## src/rtl/ndf_page_reader_if.sv

```systemverilog
// ndf_page_reader_if: request, page stream and NAND pin bundle for the page reader
interface ndf_page_reader_if;
  logic        start;
  logic [15:0] col;
  logic [23:0] row;
  logic        busy;
  logic        done;
  logic        err;
  logic [7:0]  out_data;
  logic        out_valid;
  logic        out_ready;
  logic        ndf_r_b_n;
  logic        ndf_ce_n;
  logic        ndf_re_n;
  logic        ndf_we_n;
  logic        ndf_cle;
  logic        ndf_ale;
  logic        ndf_wp_n;
  logic [7:0]  ndf_io_o;
  logic        ndf_io_oe;
  logic [7:0]  ndf_io_i;
  modport master (
    input  start, col, row, out_ready, ndf_r_b_n, ndf_io_i,
    output busy, done, err, out_data, out_valid,
           ndf_ce_n, ndf_re_n, ndf_we_n, ndf_cle, ndf_ale, ndf_wp_n, ndf_io_o, ndf_io_oe
  );
  modport slave (
    output start, col, row, out_ready, ndf_r_b_n, ndf_io_i,
    input  busy, done, err, out_data, out_valid,
           ndf_ce_n, ndf_re_n, ndf_we_n, ndf_cle, ndf_ale, ndf_wp_n, ndf_io_o, ndf_io_oe
  );
endinterface

```

## src/rtl/ndf_page_reader.sv

```systemverilog
// ndf_page_reader: NAND READ (00h, 5 addr, 30h) sequencer streaming the page out on valid/ready
module ndf_page_reader #(
  parameter int PAGE_BYTES    = 2112,
  parameter int BUSY_WAIT     = 16,
  parameter int READY_TIMEOUT = 65535
) (
  input logic               clk10,
  input logic               rst,
  ndf_page_reader_if.master bus
);
  typedef enum logic [3:0] {
    IDLE, C0_WE, C0_REL, A_WE, A_REL, C1_WE, C1_REL,
    WAIT_BUSY, WAIT_READY, RE_LO, RE_HI, DONE
  } state_t;
  state_t      state_q, state_d;
  logic [2:0]  acnt_q, acnt_d;
  logic [15:0] wcnt_q, wcnt_d;
  logic [11:0] bcnt_q, bcnt_d;
  logic [15:0] col_q, col_d;
  logic [23:0] row_q, row_d;
  logic        err_q, err_d;
  logic [7:0]  data_q, data_d;
  logic        valid_q, valid_d;
  logic        ce_n_q, re_n_q, we_n_q, cle_q, ale_q, oe_q, busy_q, done_q;
  logic [7:0]  io_q;
  logic        cmd_d, adr_d;
  logic [7:0]  abyte_d, io_d;
  always_comb begin
    state_d = state_q;
    acnt_d  = acnt_q;
    wcnt_d  = wcnt_q == 16'hFFFF ? wcnt_q : wcnt_q + 16'd1;
    bcnt_d  = bcnt_q;
    col_d   = col_q;
    row_d   = row_q;
    err_d   = err_q;
    data_d  = data_q;
    valid_d = valid_q;
    case (state_q)
      IDLE: if (bus.start) begin
        state_d = C0_WE;
        col_d   = bus.col;
        row_d   = bus.row;
        err_d   = 1'b0;
      end
      C0_WE:  state_d = C0_REL;
      C0_REL: begin
        state_d = A_WE;
        acnt_d  = 3'd0;
      end
      A_WE:   state_d = A_REL;
      A_REL:  if (acnt_q == 3'd4) state_d = C1_WE;
              else begin
                state_d = A_WE;
                acnt_d  = acnt_q + 3'd1;
              end
      C1_WE:  state_d = C1_REL;
      C1_REL: begin
        state_d = WAIT_BUSY;
        wcnt_d  = 16'd0;
      end
      // a fast array may finish before R/B# is ever seen low
      WAIT_BUSY: if (!bus.ndf_r_b_n || wcnt_q >= 16'(BUSY_WAIT - 1)) begin
        state_d = WAIT_READY;
        wcnt_d  = 16'd0;
      end
      WAIT_READY: if (bus.ndf_r_b_n) begin
        state_d = RE_LO;
        bcnt_d  = 12'd0;
      end else if (wcnt_q >= 16'(READY_TIMEOUT - 1)) begin
        state_d = DONE;
        err_d   = 1'b1;
      end
      RE_LO: begin
        state_d = RE_HI;
        data_d  = bus.ndf_io_i;
        valid_d = 1'b1;
      end
      RE_HI: if (valid_q && bus.out_ready) begin
        valid_d = 1'b0;
        if (bcnt_q == 12'(PAGE_BYTES - 1)) state_d = DONE;
        else begin
          state_d = RE_LO;
          bcnt_d  = bcnt_q + 12'd1;
        end
      end
      DONE:    state_d = IDLE;
      default: state_d = IDLE;
    endcase
  end
  assign cmd_d   = state_d inside {C0_WE, C0_REL, C1_WE, C1_REL};
  assign adr_d   = state_d inside {A_WE, A_REL};
  assign abyte_d = acnt_d == 3'd0 ? col_q[7:0]  :
                   acnt_d == 3'd1 ? col_q[15:8] :
                   acnt_d == 3'd2 ? row_q[7:0]  :
                   acnt_d == 3'd3 ? row_q[15:8] : row_q[23:16];
  assign io_d    = adr_d ? abyte_d : state_d inside {C1_WE, C1_REL} ? 8'h30 : 8'h00;
  always_ff @(posedge clk10 or posedge rst)
    if (rst) begin
      state_q <= IDLE;
      acnt_q  <= '0;
      wcnt_q  <= '0;
      bcnt_q  <= '0;
      col_q   <= '0;
      row_q   <= '0;
      err_q   <= 1'b0;
      data_q  <= '0;
      valid_q <= 1'b0;
      ce_n_q  <= 1'b1;
      re_n_q  <= 1'b1;
      we_n_q  <= 1'b1;
      cle_q   <= 1'b0;
      ale_q   <= 1'b0;
      oe_q    <= 1'b0;
      io_q    <= '0;
      busy_q  <= 1'b0;
      done_q  <= 1'b0;
    end else begin
      state_q <= state_d;
      acnt_q  <= acnt_d;
      wcnt_q  <= wcnt_d;
      bcnt_q  <= bcnt_d;
      col_q   <= col_d;
      row_q   <= row_d;
      err_q   <= err_d;
      data_q  <= data_d;
      valid_q <= valid_d;
      ce_n_q  <= state_d inside {IDLE, DONE};
      re_n_q  <= state_d != RE_LO;
      we_n_q  <= !(state_d inside {C0_WE, A_WE, C1_WE});
      cle_q   <= cmd_d;
      ale_q   <= adr_d;
      oe_q    <= cmd_d || adr_d;
      io_q    <= io_d;
      busy_q  <= state_d != IDLE;
      done_q  <= state_d == DONE;
    end
  assign bus.busy      = busy_q;
  assign bus.done      = done_q;
  assign bus.err       = err_q;
  assign bus.out_data  = data_q;
  assign bus.out_valid = valid_q;
  assign bus.ndf_ce_n  = ce_n_q;
  assign bus.ndf_re_n  = re_n_q;
  assign bus.ndf_we_n  = we_n_q;
  assign bus.ndf_cle   = cle_q;
  assign bus.ndf_ale   = ale_q;
  assign bus.ndf_wp_n  = 1'b0;
  assign bus.ndf_io_o  = io_q;
  assign bus.ndf_io_oe = oe_q;
endmodule

```

## src/flat_wrapper.sv

```systemverilog
// flat-port wrapper written by rule: the top's interface ports become plain ports
module ndf_page_reader_flat 
#(
  parameter int PAGE_BYTES    = 2112,
  parameter int BUSY_WAIT     = 16,
  parameter int READY_TIMEOUT = 65535
)
  (clk10, rst, bus_start, bus_col, bus_row, bus_out_ready, bus_ndf_r_b_n, bus_ndf_io_i, bus_busy, bus_done, bus_err, bus_out_data, bus_out_valid, bus_ndf_ce_n, bus_ndf_re_n, bus_ndf_we_n, bus_ndf_cle, bus_ndf_ale, bus_ndf_wp_n, bus_ndf_io_o, bus_ndf_io_oe);
  ndf_page_reader_if bus_i ();
  input logic clk10;
  input logic rst;
  input wire logic [$bits(bus_i.start)-1:0] bus_start;
  input wire logic [$bits(bus_i.col)-1:0] bus_col;
  input wire logic [$bits(bus_i.row)-1:0] bus_row;
  input wire logic [$bits(bus_i.out_ready)-1:0] bus_out_ready;
  input wire logic [$bits(bus_i.ndf_r_b_n)-1:0] bus_ndf_r_b_n;
  input wire logic [$bits(bus_i.ndf_io_i)-1:0] bus_ndf_io_i;
  output wire logic [$bits(bus_i.busy)-1:0] bus_busy;
  output wire logic [$bits(bus_i.done)-1:0] bus_done;
  output wire logic [$bits(bus_i.err)-1:0] bus_err;
  output wire logic [$bits(bus_i.out_data)-1:0] bus_out_data;
  output wire logic [$bits(bus_i.out_valid)-1:0] bus_out_valid;
  output wire logic [$bits(bus_i.ndf_ce_n)-1:0] bus_ndf_ce_n;
  output wire logic [$bits(bus_i.ndf_re_n)-1:0] bus_ndf_re_n;
  output wire logic [$bits(bus_i.ndf_we_n)-1:0] bus_ndf_we_n;
  output wire logic [$bits(bus_i.ndf_cle)-1:0] bus_ndf_cle;
  output wire logic [$bits(bus_i.ndf_ale)-1:0] bus_ndf_ale;
  output wire logic [$bits(bus_i.ndf_wp_n)-1:0] bus_ndf_wp_n;
  output wire logic [$bits(bus_i.ndf_io_o)-1:0] bus_ndf_io_o;
  output wire logic [$bits(bus_i.ndf_io_oe)-1:0] bus_ndf_io_oe;
  assign bus_i.start = bus_start;
  assign bus_i.col = bus_col;
  assign bus_i.row = bus_row;
  assign bus_i.out_ready = bus_out_ready;
  assign bus_i.ndf_r_b_n = bus_ndf_r_b_n;
  assign bus_i.ndf_io_i = bus_ndf_io_i;
  assign bus_busy = bus_i.busy;
  assign bus_done = bus_i.done;
  assign bus_err = bus_i.err;
  assign bus_out_data = bus_i.out_data;
  assign bus_out_valid = bus_i.out_valid;
  assign bus_ndf_ce_n = bus_i.ndf_ce_n;
  assign bus_ndf_re_n = bus_i.ndf_re_n;
  assign bus_ndf_we_n = bus_i.ndf_we_n;
  assign bus_ndf_cle = bus_i.ndf_cle;
  assign bus_ndf_ale = bus_i.ndf_ale;
  assign bus_ndf_wp_n = bus_i.ndf_wp_n;
  assign bus_ndf_io_o = bus_i.ndf_io_o;
  assign bus_ndf_io_oe = bus_i.ndf_io_oe;
  ndf_page_reader #(.PAGE_BYTES(PAGE_BYTES), .BUSY_WAIT(BUSY_WAIT), .READY_TIMEOUT(READY_TIMEOUT)) u_core (.clk10(clk10), .rst(rst), .bus(bus_i));
endmodule
```

## config.mk

```make
export PLATFORM = sky130hd
export DESIGN_NAME = ndf_page_reader_flat
export DESIGN_NICKNAME = d
export VERILOG_FILES = /design/src/rtl/ndf_page_reader_if.sv /design/src/rtl/ndf_page_reader.sv /design/src/flat_wrapper.sv
export SDC_FILE = /design/constraint.sdc
export NUM_CORES = 1
export LEC_CHECK = 0
export CAP_MARGIN = 20
export CORE_ASPECT_RATIO = 1.25
export CORE_UTILIZATION = 55
export CTS_BUF_LIST = sky130_fd_sc_hd__clkbuf_8
export DETAILED_ROUTE_END_ITERATION = 8
export PLACE_DENSITY = 0.82
export SYNTH_ARGS = -nofsm -noshare
export SYNTH_HDL_FRONTEND = slang
export SYNTH_SLANG_ARGS = --single-unit
export TNS_END_PERCENT = 5
```

## constraint.sdc

```tcl
create_clock -name clk10 -period 4.25 [get_ports clk10]
set_input_delay 0.6375 -clock clk10 [delete_from_list [all_inputs] [get_ports clk10]]
set_output_delay 0.6375 -clock clk10 [all_outputs]
set_load 0.05 [all_outputs]
```

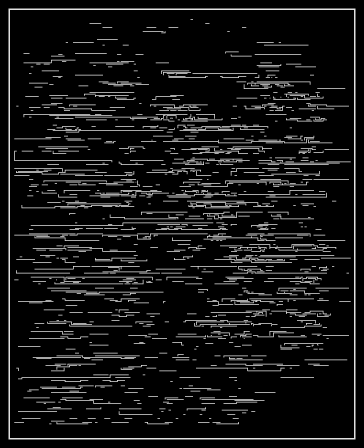
**Above:** run 1 (met1 routing).
482 nets have wire on it. The layer carries 4020 um of wire. The longest straight run is 24.4 um.

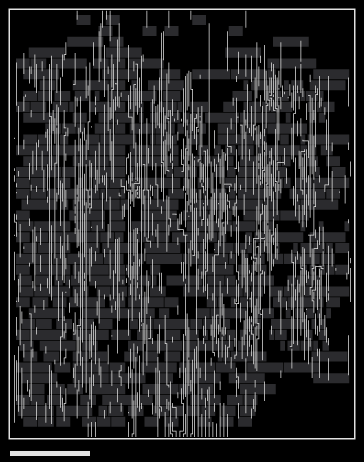
**Above:** run 1 (signal wires on met2).
Scale bar: 20 um.
The longest straight run is 53.7 um. The wires run mostly vertical. The layer holds 51% of the routed length.

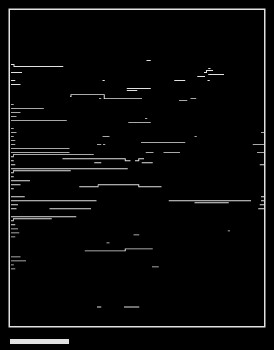
**Above:** run 1 (the metal 3 layer).
Scale bar: 20 um.
The wires run mostly horizontal. The longest straight run is 39.3 um.

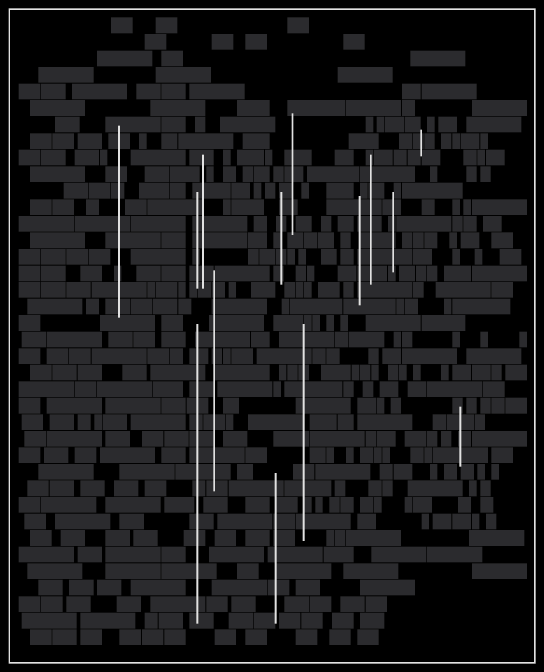
**Above:** run 1 (M4 wires).
12 nets have wire on it. The longest straight run is 49.0 um. The layer holds 3.1% of the routed length. The wires run mostly vertical. The layer carries 314 um of wire.

==> job_summary.md, run 1 <==
## PnR job results

| Metric | Value |
|---|---|
| Element type at the critical path start | flop |
| Flops after synth | 101 |
| Vias in the first global route | 3758 |
| Die area | 0.00924 mm^2 |
| Async S/R FF share, synth | 100% |
| Main power group | combinational logic |
| Biggest regs | u_core.row_q x24, u_core.col_q x16, u_core.wcnt_q x16 |
| H-tree Lvls | 3 |
| Hold Path Origin | u_core.row_q[9]$_DFFE_PP0P_ |
| Min Tclk post-route | 2.59 ns |
| Port Buffers | 78 |
| Logic pwr share | 44.1% |
| WS Path Type | flop to flop |
| Status | finished, final reports clean |
| Initial antenna violation count | 0 |
| EDFF count, synth | 0 |
| Worst min-delay path endpoint | u_core.row_q[9]$_DFFE_PP0P_ |
| Fin nets | 548 |
| Top logic cell by instance count in the layout | dfrtp_1 |
| Flop pwr share | 40.2% |
| CTS tree | done |
| # Cells Yosys | 416 |
| DPL Wire Length | 7260 um |
| Setup Total Neg Slack | 0 ns |
| Clk power | 0.000612 W |
| Sw Share | 40.9% |
| Actual slew at the worst max-slew pin | 0.707 ns |
| Yosys warns | 0 |
| Clock-pin slew on the worst setup and hold paths | 0.10 ns |
| Clk pwr share | 15.7% |
| Detail Route Antenna Nets | 0 |
| RSZ-0062 raised after global routing | false |
| First-pass GRT wire length | 17500 um |
| WP data required | 4.55 ns |
| Period utilization | 60.9% |
| R2r startpoint | u_core.state_q[1]$_DFF_PP0_ |
| Final Skew | 0.0109 ns |
| Pwr Total | 0.00391 W |
| Layout Area Growth over Synthesis | 21.3% |
| CTS Buf Count | 9 |
| Largest net degree at the start of global routing | 43 |
| Filler-free cell count of the finished design | 615 |
| Max-slew violation count | 0 |
| Starting Density | 56.3% |
| Inserted Diodes | 0 |
| Pint | 0.00231 W |
| Slew margin rel. | 52.8% |
| Log Warnings | 28 |
## run 1: metrics by stage
step | setup slack [ns] | util (%) | hold WS, ns
2_1_floorplan | 0.970 | - | 0.462
3_3_place_gp | 1.66 | 66.0 | 0.481
3_5_place_dp | 1.55 | 66.0 | 0.486
4_1_cts | 1.67 | 68.3 | 0.513
5_1_grt | 1.45 | 68.3 | 0.524
6_report | 1.66 | 68.3 | 0.509
## run 1: area by class of cell
type                            count  area [um^2]  area share [%]
Sequential cell                   101         2530            42.8
Multi-Input combinational cell    284         2170            36.8
Timing Repair Buffer               81          803            13.6
Tap cell                          120          150            2.54
Clock buffer                        9          124            2.09
Clock inverter                      7         77.6            1.31
Inverter                           13         53.8           0.910
## run 1: metal layers
metal | up-vias | GRT usage (%) | wire length (um)
li1 | 1634 | - | -
met1 | 1699 | 29.3 | 4020
met2 | 98 | 41.2 | 5140
met3 | 30 | 6.93 | 546
met4 | 0 | 10.2 | 313
met5 | - | 0 | 0
## run 1: synth_stat cells, types with 3 or more instances
| library cell | instances | area, um^2 |
|---|---|---|
| a21oi_1 | 12 | 60.1 |
| and2_1 | 4 | 25.0 |
| and3_1 | 8 | 50.1 |
| buf_2 | 6 | 30.0 |
| buf_4 | 3 | 22.5 |
| clkbuf_1 | 5 | 18.8 |
| dfrtp_1 | 98 | 2450 |
| dfstp_2 | 3 | 78.8 |
| ha_1 | 5 | 62.6 |
| inv_1 | 12 | 45.0 |
| mux2_1 | 8 | 90.1 |
| mux2_2 | 54 | 608 |
| nand2_1 | 22 | 82.6 |
| nand3_1 | 19 | 95.1 |
| nand4_1 | 9 | 56.3 |
| nor2_1 | 41 | 154 |
| nor3_1 | 4 | 20.0 |
| nor3_2 | 7 | 70.1 |
| nor4_1 | 3 | 18.8 |
| nor4b_4 | 3 | 71.3 |
| o21ai_0 | 12 | 60.1 |
| o22ai_1 | 9 | 56.3 |
| or3_1 | 4 | 25.0 |
| xnor2_1 | 4 | 35.0 |
| xor2_1 | 16 | 140 |
## run 1: worst max-delay path by stage
stage	slack, ns	startpoint	cells after the start	endpoint
after floorplan	0.97	rst	1	u_core.acnt_q[0]$_DFF_PP0_
after global placement	1.66	bus_ndf_r_b_n	6	u_core.wcnt_q[1]$_DFF_PP0_
after detailed placement	1.55	bus_ndf_r_b_n	6	u_core.wcnt_q[6]$_DFF_PP0_
after CTS	1.67	u_core.state_q[2]$_DFF_PP0_	6	u_core.bus.ndf_io_o[5]$_DFF_PP0_
after global routing	1.45	u_core.state_q[3]$_DFF_PP0_	6	u_core.bus.ndf_io_o[5]$_DFF_PP0_
final	1.66	u_core.state_q[1]$_DFF_PP0_	6	u_core.bus.ndf_io_o[5]$_DFF_PP0_
## run 1: cells by family (layout without fill, tap and decap cells)
logic type	count (synthesis)	in the layout	synth area share (%)
multiplexers	63	63	14.5
AND-OR/OR-AND	60	60	9.11
adder cells (fa/ha/maj)	5	5	1.28
flip-flops	101	101	51.9
AND/OR/NAND/NOR	134	134	15.7
XOR/XNOR	21	21	3.93
buffers and inverters	31	110	3.47
other	1	1	0.0769
**Run 1: routing congestion**

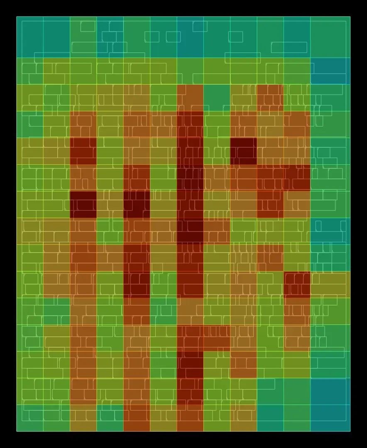

--- run 2 (diff from run 1) ---
clock period = 2.71 ns   (was 4.25 ns; I/O delays follow)
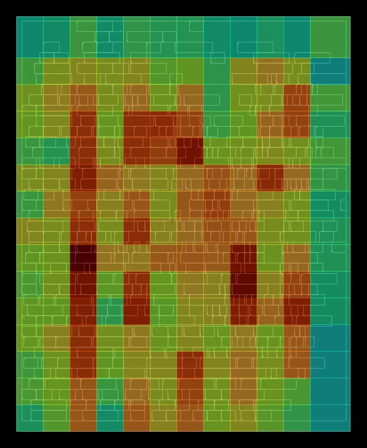
**Above:** run 2 (routing congestion).
GRT Util Overall: 24.2%
GRT met3 Usage: 5.39%

==> run 2 against run 1 <==
Against the previous run:
- sequential power is 51% higher
- register-to-register slack got worse by 1.4 ns
- cell area grew 1.6%
- synthesized cell count did not move
- first-iteration DRC count decreased by 10%
- count of clock-buffer cells in the layout grew 1
- final cell count rose by 0.98%
- utilization grew 1.1 points
- critical path depth is 2 higher
- critical path type unchanged
- critical endpoint unchanged
- highest routed layer unchanged
==> job_summary.md, run 2 <==
## PnR job results

| Metric | Value |
|---|---|
| Number of cells on the worst reg-to-reg path | 8 |
| Min Tclk post-route | 2.44 ns (-0.143 ns) |
| Initial antenna violation count | 0 (unchanged) |
| First-pass GRT wire length | 17000 um (-2.6%) |
| DPL Wire Length | 7620 um (+5.0%) |
| Cell count along the critical path | 8 (+2) |
| Largest area contributor in the netlist | dfrtp_1 |
| Biggest regs | u_core.row_q x24, u_core.col_q x16, u_core.wcnt_q x16 |
| Leak Pwr | 2.59 nW |
| Boundary Pins | 80 |
| # Cells Yosys | 416 (unchanged) |
| Cell area after layout | 0.00601 mm^2 |
| Setup Total Neg Slack | 0 ns (unchanged) |
| Top logic cell by instance count in the layout | dfrtp_1 |
| Clk Latency, worst-skew pair | 0.37 ns |
| DIE WIDTH | 86.2 um |
| Ys flop type | dfrtp_1 |
| EDFF count, synth | 0 (unchanged) |
| Flops after synth | 101 (unchanged) |
| Async S/R FF share, synth | 100% (unchanged) |
| Fin nets | 554 (+1.1%) |
| Final wirelength | 10200 um |
| CP top delay family | AND-OR/OR-AND gates |
| Element type at the critical path start | flop |
| Status | finished, final reports clean |
| Root buffer cell | clkbuf_8 |
| CTS tree | done |
| Vias in the first global route | 3667 (-2.4%) |
| Hold WC Path Type | input port to async pin |
| Largest net degree at the start of global routing | 43 (unchanged) |
| DR vias/cell | 5.67 |
| Period utilization | 90.2% (+29 points) |
| Layout Area Growth over Synthesis | 23.3% |
| Area leader share | 50.3% (unchanged) |
| Clk sinks | 101 |
| Largest Register | u_core.row_q |
| Cell Chain, Critical Path | inv_1 > ha_1 > nand3b_1 > a2111oi_2 > or2_1 > nand3_4 > o221a_1 > o22ai_1 |
| CORE AREA | 0.00865 mm^2 |
| Clk buf depth | 2 |
| Register area share after synthesis | 51.9% |
| Die area | 0.00924 mm^2 (unchanged) |
| Most instantiated cells after synthesis | 98 x dfrtp_1, 54 x mux2_2, 41 x nor2_1, 22 x nand2_1, 19 x nand3_1 |
| Gate Count Post-Synth | 416 |
| WP data required | 3.00 ns (-1.55 ns) |
| Hold Violations, Final | 0 |
| Max-slew violation count | 0 (unchanged) |
| Critical Path Sink | u_core.bus.ndf_io_o[5]$_DFF_PP0_ |
| Crit path from | u_core.acnt_q[0]$_DFF_PP0_ |
| Cell area after synthesis | 0.00487 mm^2 |
| CTS Buf Count | 9 (unchanged) |
| Yosys warns | 0 (unchanged) |
| Remaining DRCs | 0 |
| Inserted Diodes | 0 (unchanged) |
| Port Buffers | 78 (unchanged) |
| RSZ-0062 raised after global routing | false |
| Crit path buffers/inverters | 1 |
| Final Skew | 0.00506 ns (-0.00588 ns) |
| Pwr dens | 1050 mW/mm^2 |
| Unique cell types | 64 |
| Log Warnings | 28 (unchanged) |
| WS Path Type | flop to flop |
| Actual slew at the worst max-slew pin | 0.675 ns (-0.0321 ns) |
| Detail Route Antenna Nets | 0 (unchanged) |
| Most common cell in the netlist | dfrtp_1 |
| Routed len/inst | 16.5 um |
| Critical path's largest stage delay | 0.42 ns |
| Setup violators final | 0 |
| Cell area leaders | dfrtp_1 50%, mux2_2 12%, nor2_1 3.2%, xor2_1 2.9%, nand3_1 2.0% |
| H-tree Lvls | 3 (unchanged) |
| Avg Inst Size Synth | 11.7 um^2 |
| YS chip area | 0.00487 mm^2 |
| Clock-pin slew on the worst setup and hold paths | 0.09 ns (about the same) |
| Starting Density | 56.3% (unchanged) |
| R2r startpoint | u_core.acnt_q[0]$_DFF_PP0_ |
| Setup bufs post-CTS | 0 |
| Slew margin rel. | 54.8% (+1.9 points) |
[run 2: netlist changes by cell type in the layout (fill, tap and decap cells not counted), moves of 2 or more]
cell       delta
clkinv_8      -2
buf_4         +4
buf_12        +2
bufinv_16     +2
[run 2: worst min path at each step]
stage / cells past startpoint / startpoint / endpoint
6_report: 2 / rst / u_core.col_q[15]$_DFFE_PP0P_
5_1_grt: 2 / rst / u_core.col_q[15]$_DFFE_PP0P_
4_1_cts: 2 / rst / u_core.col_q[15]$_DFFE_PP0P_
3_5_place_dp: 1 / u_core.row_q[3]$_DFFE_PP0P_ / u_core.row_q[3]$_DFFE_PP0P_
3_3_place_gp: 1 / u_core.row_q[2]$_DFFE_PP0P_ / u_core.row_q[2]$_DFFE_PP0P_
2_1_floorplan: 2 / u_core.bcnt_q[1]$_DFFE_PP0P_ / u_core.bcnt_q[1]$_DFFE_PP0P_
[run 2: layer usage]
metal  global-route usage, %  vias up  wire length (um)
li1                        -     1640                 -
met1                    28.1     1730              4000
met2                    40.6      121              5290
met3                    5.39       30               554
met4                    14.5        0               400
met5                       0        -                 0
[run 2: through the flow]
step                      std cells  util, %  setup WS, ns  hold slack (ns)  total power [W]
after floorplan                 416        -         0.640            0.462          0.00451
after CTS                       621     69.4         0.303            0.401          0.00635
after global placement          605     66.8         0.414            0.482          0.00518
after global routing            621     69.4         0.130            0.440          0.00667
final                           621     69.4         0.266            0.398          0.00633
after detailed placement        605     66.8         0.340            0.486          0.00529
[run 2: power by group]
group | internal, W | leakage, nW | total, W | switching, W
clock network | 0.000545 | 0.118 | 0.00106 | 0.000510
logic | 0.00127 | 1.20 | 0.00290 | 0.00163
registers | 0.00205 | 1.28 | 0.00237 | 0.000324
[run 2: cell type report]
type	instances	area, um^2
clock inverters	6	86.3
well taps	120	150
flip-flops and latches	101	2530
repair buffers	87	873
inverters	13	55.1
multi-input cells	284	2170
clock buffers	10	138
fillers	649	2650
[run 2: cell families after synthesis]
logic type	after synthesis	synth area share (%)
xor+xnor	21	3.93
mux	63	14.5
simple gates	134	15.7
buf+inv	31	3.47
fa+ha+maj	5	1.28
compound gates	60	9.11
other cells	1	0.0769
flops	101	51.9
Power and IR drop assume default switching activity.
